Design mult_div_unit, sky130hd; sources not shown.
Figure 1. Clock network drawn from the DEF (run 1).
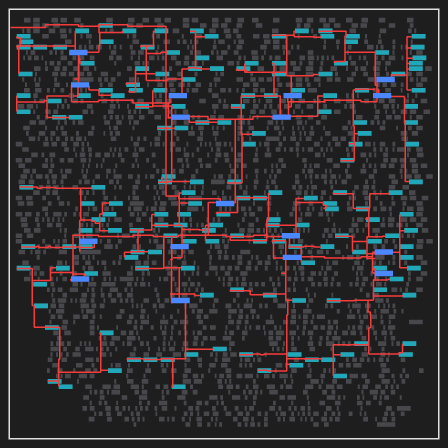
Blue stands for clock drivers, count 17. Red stands for clock wires, length 3000 um. Cyan stands for flip-flops, count 173.
There are 18 routed clock nets. Position of the flops: all over the die.
clock latency on the worst-skew pair: 470 ps
power drawn by the clock network: 1.66 mW

Figure 2. Where the registers sit (run 1).
Scale bar: 50 um. Other sequential cells in the stronger gray, the rest of the logic in the fainter gray.
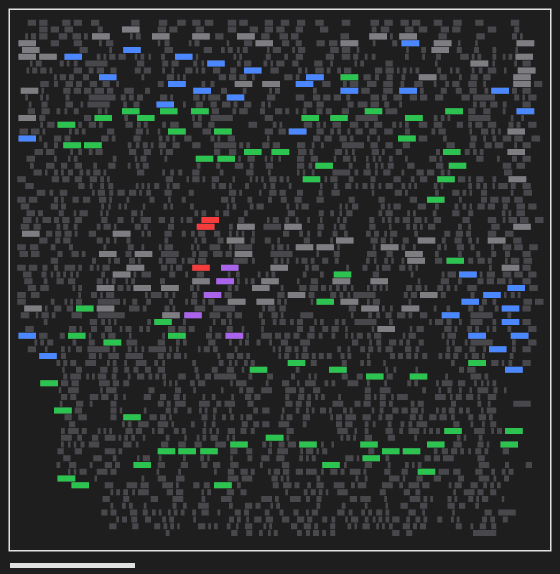
Blue stands for `HI`, flops 32. Purple stands for `cnt_q`, flops 5, where middle. Red stands for `state_q`, flops 3. Green stands for `prod_q`, flops 64, where all over the die.
sequential-cell power consumption: 2.14 mW
FF/Latch Area: 0.003463 mm2
fraction of the core area covered by cells at the end of the flow: 40.40%

Figure 3. Cell sizes after repair (run 1).
Scale bar: 50 um.
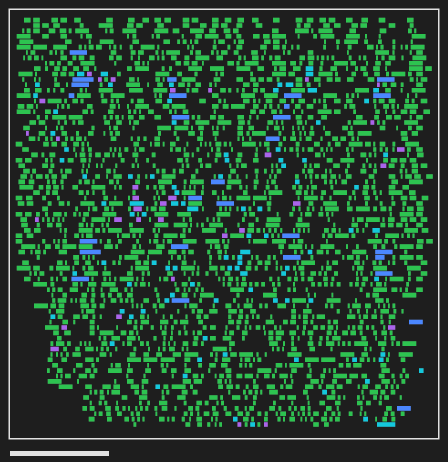
Purple stands for _2 cells, cells 33, most used or2_2. Blue stands for _6 and larger, cells 28, most used clkbuf_16. Green stands for _0 and _1 cells, cells 2033, most used nor2_1. Cyan stands for _3 and _4 cells, cells 95, most used buf_4.
final design instance area without fill: 0.01791 mm2
non-clock buffer count in the final layout: 248
slack of the critical path: 329.9 ps
post-synthesis to final-layout area growth: 20.84%

Figure 4. Wiring heat map (run 1).
22 x 22 tiles, from dark blue (low) to red (high), scaled to the fullest tile. Values are wire area over tile area, all layers added.
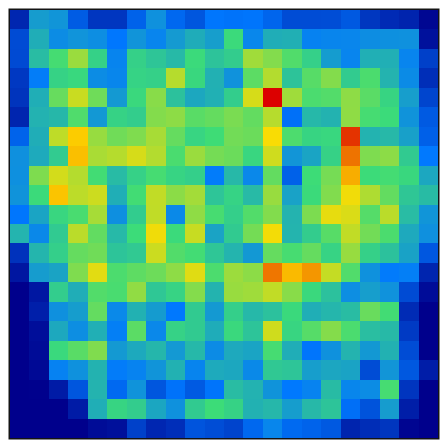
30% of the tiles are over half the peak. The emptiest ninth of the die: bottom left. The mean over all tiles is 0.22. The densest ninth of the die: middle. The fullest tile reaches 0.56.
detailed-route via count: 16110
Total Routed Length: 65780 um
routed wire length per instance: 23.64 um
total routing resource utilization after global routing: 28.00%

==> changes_impl.md, run 1 <==
### Implementation results

- Number of global-route vias before repair: ~16000
- Number of ports placed on the die boundary: between 150 and 200
- Number of instances in the synthesized netlist: about 2000
- Run status: complete, no violations
- Simple-gate share of the synthesized area: between 20% and 30%
- Crit path launch type: flop
- Layout multi-input combinational cell count: ~1700
- Flip-flop and latch count after synthesis: ~170
- Dominant cell by count in the synthesized netlist: sky130_fd_sc_hd__nor2_1
- RSZ-0062 raised after global routing: no
- Largest incremental delay on the critical path: roughly 520 ps
- Dominant flop cell: sky130_fd_sc_hd__dfxtp_1
- Chip area from the yosys synthesis statistics: ~0.015 mm2
- Mean instance size in the synthesized netlist: between 7 and 8 um2
- Combinational power: around 4.3 mW
- Initial core utilization: between 30% and 40%
- Post-cts hold buffer count: 0
- Group drawing the most power: combinational cells
- Count of antenna-violating nets left after detailed routing: 0
- Endpoint arrival time on the critical path: about 4300 ps
- Count of cells along the worst hold path: 2
- Largest register FFs: ~64
- Chain of cells forming the critical path: inv_1 > buf_4 > nor2_1 > ha_1 > nand3_1 > or3_1 > o31ai_1 > a21oi_1 > o21ai_0 > a21boi_0 > and3b_1 > o31ai_1 > a31oi_1
- Met2 routed WL: around 31000 um
- # clock sinks: 173
- Proportion of layout cells with a drive suffix above 1: 7.127%
- Total gr overflow: 0
- Relative contribution of combinational cells to total power: 53.2%
- Placement row count: around 77
- Type of element capturing the critical path: flop
- Final Net Count: roughly 2400
- Mux cell area share: about 1.6%
- Top layer in use: met4
- Category of the critical setup timing path: flop to flop
- Leakage: ~7 nW
- Required time of the worst setup path: approximately 4600 ps
- Met3 wirelength from detailed routing: approximately 2800 um
- Antenna cells: 1
- Registers: approximately 170
- Worst Max-Slew Pin Slew: 1113 ps
- Post-CTS setup buffer count: 0
- Die outline area: approximately 0.047 mm2
- Pins Over Slew Limit: 0
- Area fraction in full adders, half adders and majority gates: 6.181%
- Routing usage on met3: ~3.7%
- Relative slew margins: between 20% and 30%
- CTS Root Buffer Type: sky130_fd_sc_hd__clkbuf_16
- IR Drop Worst-Case VDD: roughly 0.29 mV
- Most frequent cells after synthesis: sky130_fd_sc_hd__nor2_1, sky130_fd_sc_hd__a21oi_1, sky130_fd_sc_hd__nand2_1, sky130_fd_sc_hd__o21ai_0, sky130_fd_sc_hd__dfxtp_1
- Clock transition at the registers of the reported paths: 70 ps
- Global routing usage on met1: between 30% and 40%
- Count of cell instances traversed by the critical path: 13
- Number of maximum-capacitance constraint violations: 0
- Number of clock-tree buffers in the layout: 20
- H-Tree Depth: 4
- Cell area after placement: between 0.015 and 0.02 mm2
- Final-layout non-clock buffer area share: 13.07%
- Met2 Track Usage GR: between 40% and 50%
- Post-layout min period: between 3000 and 4000 ps
- Tally of OpenROAD warnings: 25
- Floorplan die height: between 200 and 250 um
- Share of total power in the clock network: between 20 and 25%
- Int Pwr: 4.403 mW
- Post-synthesis share of cell area spent on xor and xnor gates: about an eighth
- Switching pwr: ~3.7 mW
- Power density cells: 453.2 mW/mm2
- Hold Path Class: flop to flop
- Clock tree from TritonCTS: built
- Highest-delay cell along the critical path: sky130_fd_sc_hd__o31ai_1
- Drc violations: 0
- Sequential portion of the cell area: between 10% and 20%
- Final non-filler cell total: 2782
- GRT busiest layer: met2
- Number of buffers created by CTS: 17
- Number of filler cells placed in the layout: 5459
- Register-to-Register Path Depth: 13
- Fraction of synthesized cell area taken by the top area cell type: a little under a quarter
- Fraction of the yosys area taken by sequential cells: between 20% and 30%
--- run 2 (diff from run 1) ---
--- a/config.mk
+++ b/config.mk
@@ -14,6 +14,7 @@
 export GPL_ROUTABILITY_DRIVEN = 0
 export PLACE_DENSITY_LB_ADDON = 0.1
 export REMOVE_ABC_BUFFERS = 1
+export SETUP_SLACK_MARGIN = 0.15
 export SLEW_MARGIN = 5
 export SYNTH_ARGS = -nofsm -noshare
 export SYNTH_HDL_FRONTEND = slang
Figure 5. Clock network drawn from the DEF (run 2).
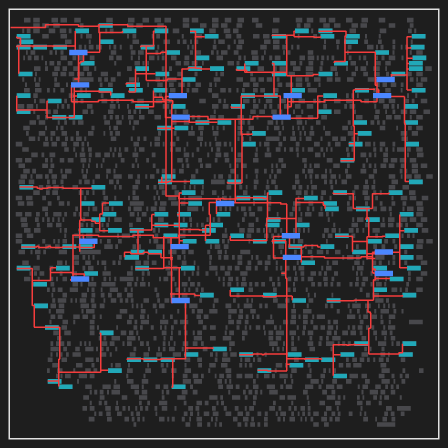
Cyan stands for flip-flops, count 173. Red stands for clock wires, length 3030 um. Blue stands for clock drivers, count 17.
Position of the flops: all over the die.
share of total power in the clock network: 20.5%
clock tree skew after final layout: 9.424 ps

Figure 6. Where the registers sit (run 2).
Scale bar: 50 um. Other sequential cells in the stronger gray, the rest of the logic in the fainter gray.
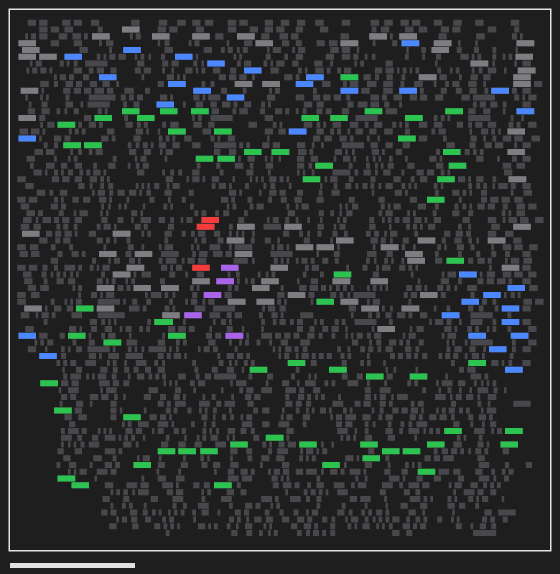
Purple stands for `cnt_q`, flops 5, where middle. Red stands for `state_q`, flops 3. Blue stands for `HI`, flops 32. Green stands for `prod_q`, flops 64, where all over the die.
fraction of the core area covered by cells at the end of the flow: 40.43%
sequential portion of the cell area: 19.34%
FF/Latch Area: 0.003465 mm2

==> run 2 against run 1 <==
Worst setup slack better by 140 ps. Via count is 0.15% lower. Routed wire length hardly changed. Count of clock-buffer cells in the layout stayed put. First-iteration DRC count is 0.53% lower. Clock power hardly changed. Combinational power hardly changed. Largest power group unchanged. Highest routed layer unchanged.
==> changes_impl.md, run 2 <==
### Implementation results

- Required time of the worst setup path: 4660 ps (+20 ps)
- Dominant cell by count in the synthesized netlist: sky130_fd_sc_hd__nor2_1
- GRT busiest layer: met2
- Relative contribution of combinational cells to total power: 53.2% (about the same)
- Drc violations: 0 (unchanged)
- Biggest Area Class: multi-input combinational cells
- Power density cells: 453.3 mW/mm2 (about the same)
- Post-Route Hold Slack: approximately 460 ps
- Register-to-Register Path Depth: 13 (unchanged)
- Count of cells along the worst hold path: 2 (unchanged)
- Combinational power: 4.32 mW (about the same)
- Chain of cells forming the critical path: inv_1 > nor2_1 > ha_1 > a21o_1 > a221o_1 > a31o_2 > o21ai_0 > a21oi_1 > o211a_1 > o31ai_1 > xnor2_1 > and3_1 > a311o_1
- Number of ports placed on the die boundary: 170 (unchanged)
- Type of element capturing the critical path: flop
- Count of routing violations after the opening detailed-route iteration: around 1100
- Post-synthesis to final-layout area growth: 20.91% (about the same)
- Switching pwr: 3.717 mW (+0.13%)
- Global routing usage on met1: 37.01% (unchanged)
- Int Pwr: 4.404 mW (about the same)
- Final design instance area without fill: 0.01792 mm2 (about the same)
- Final non-filler cell total: 2782 (unchanged)
- Floorplan die height: 215.9 um (unchanged)
- CTS Root Buffer Type: sky130_fd_sc_hd__clkbuf_16
- Post-layout min period: 3833 ps (-137.4 ps)
- Worst Max-Slew Pin Slew: 1116 ps (+2.310 ps)
- Highest-delay cell along the critical path: sky130_fd_sc_hd__o21ai_0
- Highest-count cells in the layout ignoring fill and taps: sky130_fd_sc_hd__nor2_1, sky130_fd_sc_hd__a21oi_1, sky130_fd_sc_hd__nand2_1, sky130_fd_sc_hd__o21ai_0, sky130_fd_sc_hd__dfxtp_1
- Detailed-route via count: 16090 (-0.15%)
- Clock transition at the registers of the reported paths: 70 ps (about the same)
- Layout multi-input combinational cell count: 1673 (unchanged)
- Fraction of the yosys area taken by sequential cells: 23.37% (unchanged)
- Dominant flop cell: sky130_fd_sc_hd__dfxtp_1
- Post-CTS setup buffer count: 0 (unchanged)
- Sequential-cell power consumption: 2.14 mW (about the same)
- Number of instances in the synthesized netlist: 2047 (unchanged)
- Mux cell area share: 1.579% (unchanged)
- Post-synthesis share of cell area spent on xor and xnor gates: 11.76% (unchanged)
- IR Drop Worst-Case VDD: 0.2883 mV (-0.14%)
- Antenna cells: 1 (unchanged)
- Hold Path Class: flop to flop
- Pins Over Slew Limit: 0 (unchanged)
- Count of cell instances traversed by the critical path: 13 (unchanged)
- Power drawn by the clock network: 1.66 mW (about the same)
- Count of antenna-violating nets left after detailed routing: 0 (unchanged)
- Placement row count: 77 (unchanged)
- Total gr overflow: 0 (unchanged)
- Run status: complete, no violations
- Non-clock buffer count in the final layout: 248 (unchanged)
- Number of global-route vias before repair: 16310 (unchanged)
- Initial core utilization: 33.44% (unchanged)
- Flip-flop and latch count after synthesis: 173 (unchanged)
- Met2 routed WL: 31090 um (+0.11%)
- Number of buffers created by CTS: 17 (unchanged)
- Post-cts hold buffer count: 0 (unchanged)
- Largest incremental delay on the critical path: 390 ps (-130 ps)
- Crit path launch type: flop
- RSZ-0062 raised after global routing: no
- Clock tree from TritonCTS: built
- Count of different cell masters after synthesis: approximately 80
- Met3 wirelength from detailed routing: 2945 um (+6.9%)
- Proportion of layout cells with a drive suffix above 1: 7.218% (+0.091 points)
- Number of maximum-capacitance constraint violations: 0 (unchanged)
- Post-layout period usage of the worst path: between 80% and 90%
- Simple-gate share of the synthesized area: 20.94% (unchanged)
- Total Routed Length: 65800 um (about the same)
- Die outline area: 0.04662 mm2 (unchanged)
- Most frequent cells after synthesis: sky130_fd_sc_hd__nor2_1, sky130_fd_sc_hd__a21oi_1, sky130_fd_sc_hd__nand2_1, sky130_fd_sc_hd__o21ai_0, sky130_fd_sc_hd__dfxtp_1
- Routed wire length per instance: 23.65 um (about the same)
- Number of filler cells placed in the layout: 5459 (unchanged)
- Category of the critical setup timing path: flop to flop
- Slack of the critical path: 467.3 ps (+137.4 ps)
- Leakage: 7.032 nW (about the same)
- Top layer in use: met4
- Total routing resource utilization after global routing: 28.00% (unchanged)
- Area fraction in full adders, half adders and majority gates: 6.181% (unchanged)
- Registers: 173 (unchanged)
- Largest register FFs: 64 (unchanged)
- Number of clock-tree buffers in the layout: 20 (unchanged)
- H-Tree Depth: 4 (unchanged)
- Fraction of synthesized cell area taken by the top area cell type: 23.37% (unchanged)
- Cell area after placement: 0.01730 mm2 (unchanged)
- Relative slew margins: 25.45% (-0.15 points)
- Met2 Track Usage GR: 46.98% (unchanged)
- Endpoint arrival time on the critical path: 4200 ps (-110 ps)
- Final Net Count: 2351 (unchanged)
- # clock sinks: 173 (unchanged)
- Largest fanout on the critical path: 10
- Mean instance size in the synthesized netlist: 7.239 um2 (unchanged)
- Tally of OpenROAD warnings: 25 (unchanged)
- Group drawing the most power: combinational cells
- Chip area from the yosys synthesis statistics: 0.01482 mm2 (unchanged)
- Routing usage on met3: 3.749% (unchanged)
No activity file was given, so power comes from the tool's default toggle rates.
